`src/rtl/cpu_io_port_pkg.sv`:
```
// Shared definitions for the CPU I/O port: serialiser states, line level and
// a counter-width helper that tolerates parameter values of 1.
package cpu_io_port_pkg;

    typedef enum logic [1:0] {
        ST_IDLE  = 2'd0,
        ST_START = 2'd1,
        ST_SHIFT = 2'd2,
        ST_STOP  = 2'd3
    } tx_state_t;

    localparam logic LINE_IDLE = 1'b1;

    function automatic int unsigned cnt_w(input int unsigned n);
        return (n > 1) ? $clog2(n) : 1;
    endfunction

endpackage

```
`src/rtl/cpu_io_port_fifo.sv`:
```
// Synchronous inbound FIFO. A push into a full FIFO is still taken when a pop
// frees the head slot in the same cycle.
module io_fifo #(
    parameter int unsigned DATA_W = 16,
    parameter int unsigned DEPTH  = 4
) (
    input  logic                     clk,
    input  logic                     rst,
    input  logic                     push,
    input  logic [DATA_W-1:0]        push_data,
    input  logic                     pop,
    output logic [DATA_W-1:0]        head,
    output logic                     pop_ok,
    output logic                     empty,
    output logic [$clog2(DEPTH):0]   count
);

    localparam int unsigned PW = $clog2(DEPTH);
    localparam int unsigned CW = PW + 1;

    logic [DATA_W-1:0] mem [DEPTH];
    logic [PW-1:0]     wr_ptr;
    logic [PW-1:0]     rd_ptr;
    logic              full;
    logic              push_ok;

    assign full    = (count == CW'(DEPTH));
    assign empty   = (count == '0);
    assign pop_ok  = pop && !empty;
    assign push_ok = push && (!full || pop_ok);
    assign head    = mem[rd_ptr];

    always_ff @(posedge clk) begin
        if (rst) begin
            wr_ptr <= '0;
            rd_ptr <= '0;
            count  <= '0;
        end else begin
            if (push_ok) wr_ptr <= wr_ptr + 1'b1;
            if (pop_ok)  rd_ptr <= rd_ptr + 1'b1;
            case ({push_ok, pop_ok})
                2'b10:   count <= count + 1'b1;
                2'b01:   count <= count - 1'b1;
                default: count <= count;
            endcase
        end
    end

    always_ff @(posedge clk) begin
        if (push_ok) mem[wr_ptr] <= push_data;
    end

endmodule

```
`src/rtl/cpu_io_port.sv`:
```
// CPU I/O port: handshaked inbound FIFO popped by IN, and an OUT holding
// register feeding an MSB-first start/stop serialiser with a programmable bit period.
module cpu_io_port
    import cpu_io_port_pkg::*;
#(
    parameter int unsigned DATA_W   = 16,
    parameter int unsigned IN_DEPTH = 4,
    parameter int unsigned BIT_DIV  = 1
) (
    input  logic              clk,
    input  logic              rst,
    input  logic [DATA_W-1:0] datain,
    input  logic              datain_valid,
    output logic              datain_ready,
    input  logic              cpu_rd_en,
    output logic [DATA_W-1:0] cpu_rd_data,
    output logic              cpu_rd_ok,
    output logic              in_empty,
    input  logic              cpu_wr_en,
    input  logic [DATA_W-1:0] cpu_wr_data,
    output logic              out_full,
    output logic              dataout,
    output logic              tx_busy
);

    localparam int unsigned CNT_W = $clog2(IN_DEPTH) + 1;
    localparam int unsigned DIV_W = cnt_w(BIT_DIV);
    localparam int unsigned BIT_W = cnt_w(DATA_W);
    localparam logic [DIV_W-1:0] DIV_LAST = DIV_W'(BIT_DIV - 1);
    localparam logic [BIT_W-1:0] BIT_LAST = BIT_W'(DATA_W - 1);

    logic [DATA_W-1:0] fifo_head;
    logic              fifo_pop_ok;
    logic [CNT_W-1:0]  fifo_count;

    io_fifo #(
        .DATA_W (DATA_W),
        .DEPTH  (IN_DEPTH)
    ) u_in_fifo (
        .clk       (clk),
        .rst       (rst),
        .push      (datain_valid),
        .push_data (datain),
        .pop       (cpu_rd_en),
        .head      (fifo_head),
        .pop_ok    (fifo_pop_ok),
        .empty     (in_empty),
        .count     (fifo_count)
    );

    // Ready reflects only the registered count; a same-cycle pop still lets a push in.
    assign datain_ready = (fifo_count != CNT_W'(IN_DEPTH));

    always_ff @(posedge clk) begin
        if (rst) begin
            cpu_rd_data <= '0;
            cpu_rd_ok   <= 1'b0;
        end else begin
            cpu_rd_ok <= fifo_pop_ok;
            if (fifo_pop_ok) cpu_rd_data <= fifo_head;
        end
    end

    tx_state_t         state, state_n;
    logic [DIV_W-1:0]  div_cnt, div_n;
    logic [BIT_W-1:0]  bit_cnt, bit_n;
    logic [DATA_W-1:0] shreg, shreg_n;
    logic [DATA_W-1:0] hold, hold_n;
    logic              full_n;
    logic              dataout_n;
    logic              busy_n;
    logic              period_end;
    logic              load;

    always_ff @(posedge clk) begin
        if (rst) begin
            state    <= ST_IDLE;
            div_cnt  <= '0;
            bit_cnt  <= '0;
            shreg    <= '0;
            hold     <= '0;
            out_full <= 1'b0;
            dataout  <= LINE_IDLE;
            tx_busy  <= 1'b0;
        end else begin
            state    <= state_n;
            div_cnt  <= div_n;
            bit_cnt  <= bit_n;
            shreg    <= shreg_n;
            hold     <= hold_n;
            out_full <= full_n;
            dataout  <= dataout_n;
            tx_busy  <= busy_n;
        end
    end

    always_comb begin
        state_n    = state;
        div_n      = div_cnt + 1'b1;
        bit_n      = bit_cnt;
        shreg_n    = shreg;
        hold_n     = hold;
        full_n     = out_full;
        load       = 1'b0;
        period_end = (div_cnt == DIV_LAST);

        unique case (state)
            ST_IDLE: begin
                if (out_full) begin
                    state_n = ST_START;
                    load    = 1'b1;
                end
            end
            ST_START: begin
                if (period_end) begin
                    state_n = ST_SHIFT;
                    bit_n   = BIT_LAST;
                end
            end
            ST_SHIFT: begin
                if (period_end) begin
                    if (bit_cnt == '0) begin
                        state_n = ST_STOP;
                    end else begin
                        shreg_n = shreg << 1;
                        bit_n   = bit_cnt - 1'b1;
                    end
                end
            end
            ST_STOP: begin
                if (period_end) begin
                    if (out_full) begin
                        state_n = ST_START;
                        load    = 1'b1;
                    end else begin
                        state_n = ST_IDLE;
                    end
                end
            end
            default: state_n = ST_IDLE;
        endcase

        // Every period boundary is also a state entry or a new data bit.
        if (state == ST_IDLE || period_end) div_n = '0;

        if (load) begin
            shreg_n = hold;
            full_n  = 1'b0;
        end else if (cpu_wr_en && !out_full) begin
            hold_n = cpu_wr_data;
            full_n = 1'b1;
        end

        unique case (state_n)
            ST_START: dataout_n = 1'b0;
            ST_SHIFT: dataout_n = shreg_n[DATA_W-1];
            default:  dataout_n = LINE_IDLE;
        endcase
        busy_n = (state_n != ST_IDLE);
    end

endmodule

```
`config.mk`:
```
export PLATFORM = sky130hd
export DESIGN_NAME = cpu_io_port
export DESIGN_NICKNAME = d
export VERILOG_FILES = /design/src/rtl/cpu_io_port_pkg.sv /design/src/rtl/cpu_io_port_fifo.sv /design/src/rtl/cpu_io_port.sv
export SDC_FILE = /design/constraint.sdc
export NUM_CORES = 1
export LEC_CHECK = 0
export ABC_AREA = 1
export CAP_MARGIN = 20
export CORE_ASPECT_RATIO = 1.75
export CORE_MARGIN = 1
export CORE_UTILIZATION = 60
export DETAILED_ROUTE_END_ITERATION = 6
export GPL_ROUTABILITY_DRIVEN = 0
export GPL_TIMING_DRIVEN = 0
export HOLD_SLACK_MARGIN = 0.05
export PLACE_DENSITY = 0.84
export SETUP_SLACK_MARGIN = 0.05
export SLEW_MARGIN = 40
export SYNTH_ARGS = -nofsm -noshare
export SYNTH_HDL_FRONTEND = slang
export SYNTH_SLANG_ARGS = --single-unit
```
`constraint.sdc`:
```
create_clock -name clk -period 2.8 [get_ports clk]
set_clock_uncertainty 0.05 [all_clocks]
set_input_delay 0.56 -clock clk [delete_from_list [all_inputs] [get_ports clk]]
set_output_delay 0.56 -clock clk [all_outputs]
set_load 0.1 [all_outputs]
```
**Cells colored by class**

Fill, decap, tap and diode cells in gray.
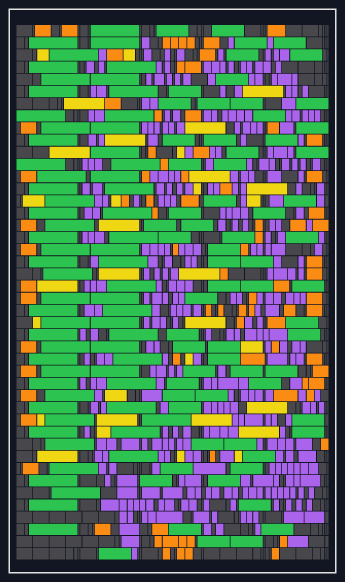
- clock drivers and dummy loads: yellow (cells 32)
- combinational and other logic: purple (cells 375)
- sequential cells: green (cells 130)
- remaining buffers and delay cells: orange (cells 82)

**The metal 2 layer**

Cells faint in the background.
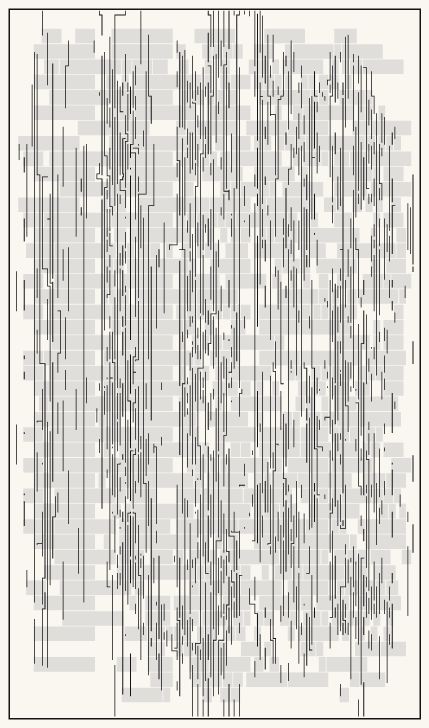
- share of all routed wire: 57%
- main direction: vertical
- nets with wire on the layer: 530
- wire length on this layer: 6350 um
- longest straight run: 97.6 um

==> results.toml <==
# flow metrics
[power]
power.leakage_nw = 2.57
ir_drop_mv = 0.734

[yosys]
synth.distinct_cells = 33
ys_seq_share_pct = 61.8
synth_area_um2 = 5240
ys.flops = 130

[drt]
avgViaCountPerCell = 5.33
drt_iter0_markers = 195

[grt]
track_usage_pct = 26.7
grt_util_met2_pct = 49.0
met3_usage_pct = 7.04
overflow = 0

[floorplanning]
rows = 44
floorplan.core_util_pct = 62.7
die-width_um = 72.7
dieArea_um2 = 9130

[cells_and_area]
drive_gt1_share_pct = 17.0
nets = 655

[final_timing]
tns_ns = 0
max_freq_ghz = 0.405
holdWs_ns = 0.405
relSlewSlack_pct = 63.9
fin_crit_ns = 2.47

[clock_tree]
cts_resized = 0
root_buffer = "clkbuf_16"
cts_sinks = 130
post_cts_buffers = 0

[run]
warning_count = 34
maxCapViolCount = 0

[critical_path]
crit_fanout = 10
reg2reg_setup_slack_ns = 0.54
crit_required_ns = 3.04

[place]
preCtsSetupSlack_ns = -0.0637

[worst_hold_path]
worst_hold_path_type = "flop to flop"

[status]
status = "finished clean"
**The metal 3 layer**

The bar under the picture is 20 um long.
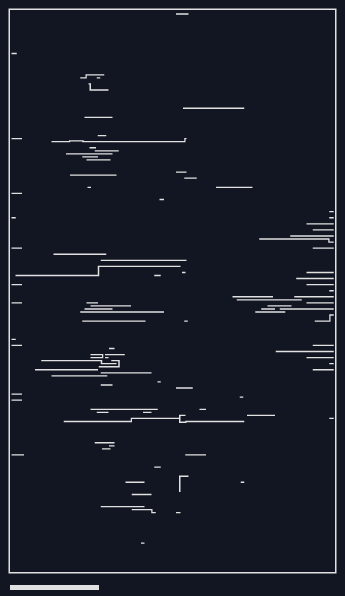
- nets with wire on the layer: 72
- longest straight run: 22.8 um
- wire length on this layer: 604 um
- share of all routed wire: 5.4%
- main direction: horizontal

-- per-layer routing --
metal | part of all wire [%] | up-vias
li1 | - | 1945
met1 | 35 | 1787
met2 | 57 | 148
met3 | 5.4 | 31
met4 | 2.9 | 0
met5 | 0 | -
-- logic make-up after synthesis --
logic type / after synthesis / share of synthesized area (%)
DFF: 130 / 61.8
xor gates and xnor gates: 1 / 0.167
AOI/OAI and AO/OA: 136 / 14.3
adders and majority gates: 12 / 3.01
buffers and inverters: 57 / 5.37
and+or+nand+nor: 192 / 15.2
other: 1 / 0.0715
-- worst max-delay path, cell delays in order --
cell             delay, ns
clkdlybuf4s50_1       0.54
nand2_2               0.18
inv_2                 0.17
buf_6                 0.15
ha_1                  0.14
inv_1                 0.07
fa_1                  0.38
a21oi_1               0.17
o21ai_0               0.11
o21ai_0               0.16
a21oi_1               0.06
-- final timing paths --
kind | start | end | cells after the start
min | hold[0] | hold[0] | 2
max reg2reg | u_in_fifo.count[1] | u_in_fifo.count[2] | 10
min reg2reg | hold[0] | hold[0] | 2
max | cpu_rd_en | u_in_fifo.count[2] | 11
-- sequential cells by signal (all words and copies together) (netlist names) --
signal / count
cpu_rd_ok: 1
tx_busy: 1
out_full: 1
hold: 16
u_in_fifo.wr_ptr: 2
state: 2
div_cnt: 1
dataout: 1
u_in_fifo.rd_ptr: 2
u_in_fifo.mem: 64
cpu_rd_data: 16
bit_cnt: 4
shreg: 16
u_in_fifo.count: 3
-- power groups by stage --
stage | sequential [mW] | clock [mW] | combinational (mW)
5_1_grt | 2.46 | 2.10 | 2.26
2_1_floorplan | 3.11 | 0 | 0.980
4_1_cts | 2.43 | 2.00 | 2.10
3_3_place_gp | 2.46 | 0 | 2.13
3_5_place_dp | 2.47 | 0 | 2.09
6_report | 2.44 | 1.98 | 2.10
-- final cells by class --
| class | count | area (um^2) |
|---|---|---|
| clock inverter | 10 | 58.8 |
| inverter | 33 | 124 |
| fill | 588 | 1930 |
| buffer | 24 | 158 |
| clock buffer | 22 | 482 |
| multi-input combinational | 342 | 1750 |
| tap | 115 | 144 |
| timing repair buffer | 58 | 470 |
| sequential | 130 | 3240 |
-- synth_stat cells (all sizes together) --
| library cell | number |
|---|---|
| ha | 11 |
| clkbuf | 10 |
| a31oi | 1 |
| fa | 1 |
| o21ai | 92 |
| edfxtp | 64 |
| nor3b | 2 |
| conb | 1 |
| o22ai | 16 |
| buf | 14 |
| a211oi | 1 |
| or2 | 1 |
| xor2 | 1 |
| nor2 | 146 |
| nand3 | 11 |
| nand2 | 32 |
| dfxtp | 66 |
| a21oi | 26 |
| inv | 33 |
Power is estimated from default activity; no workload was simulated.
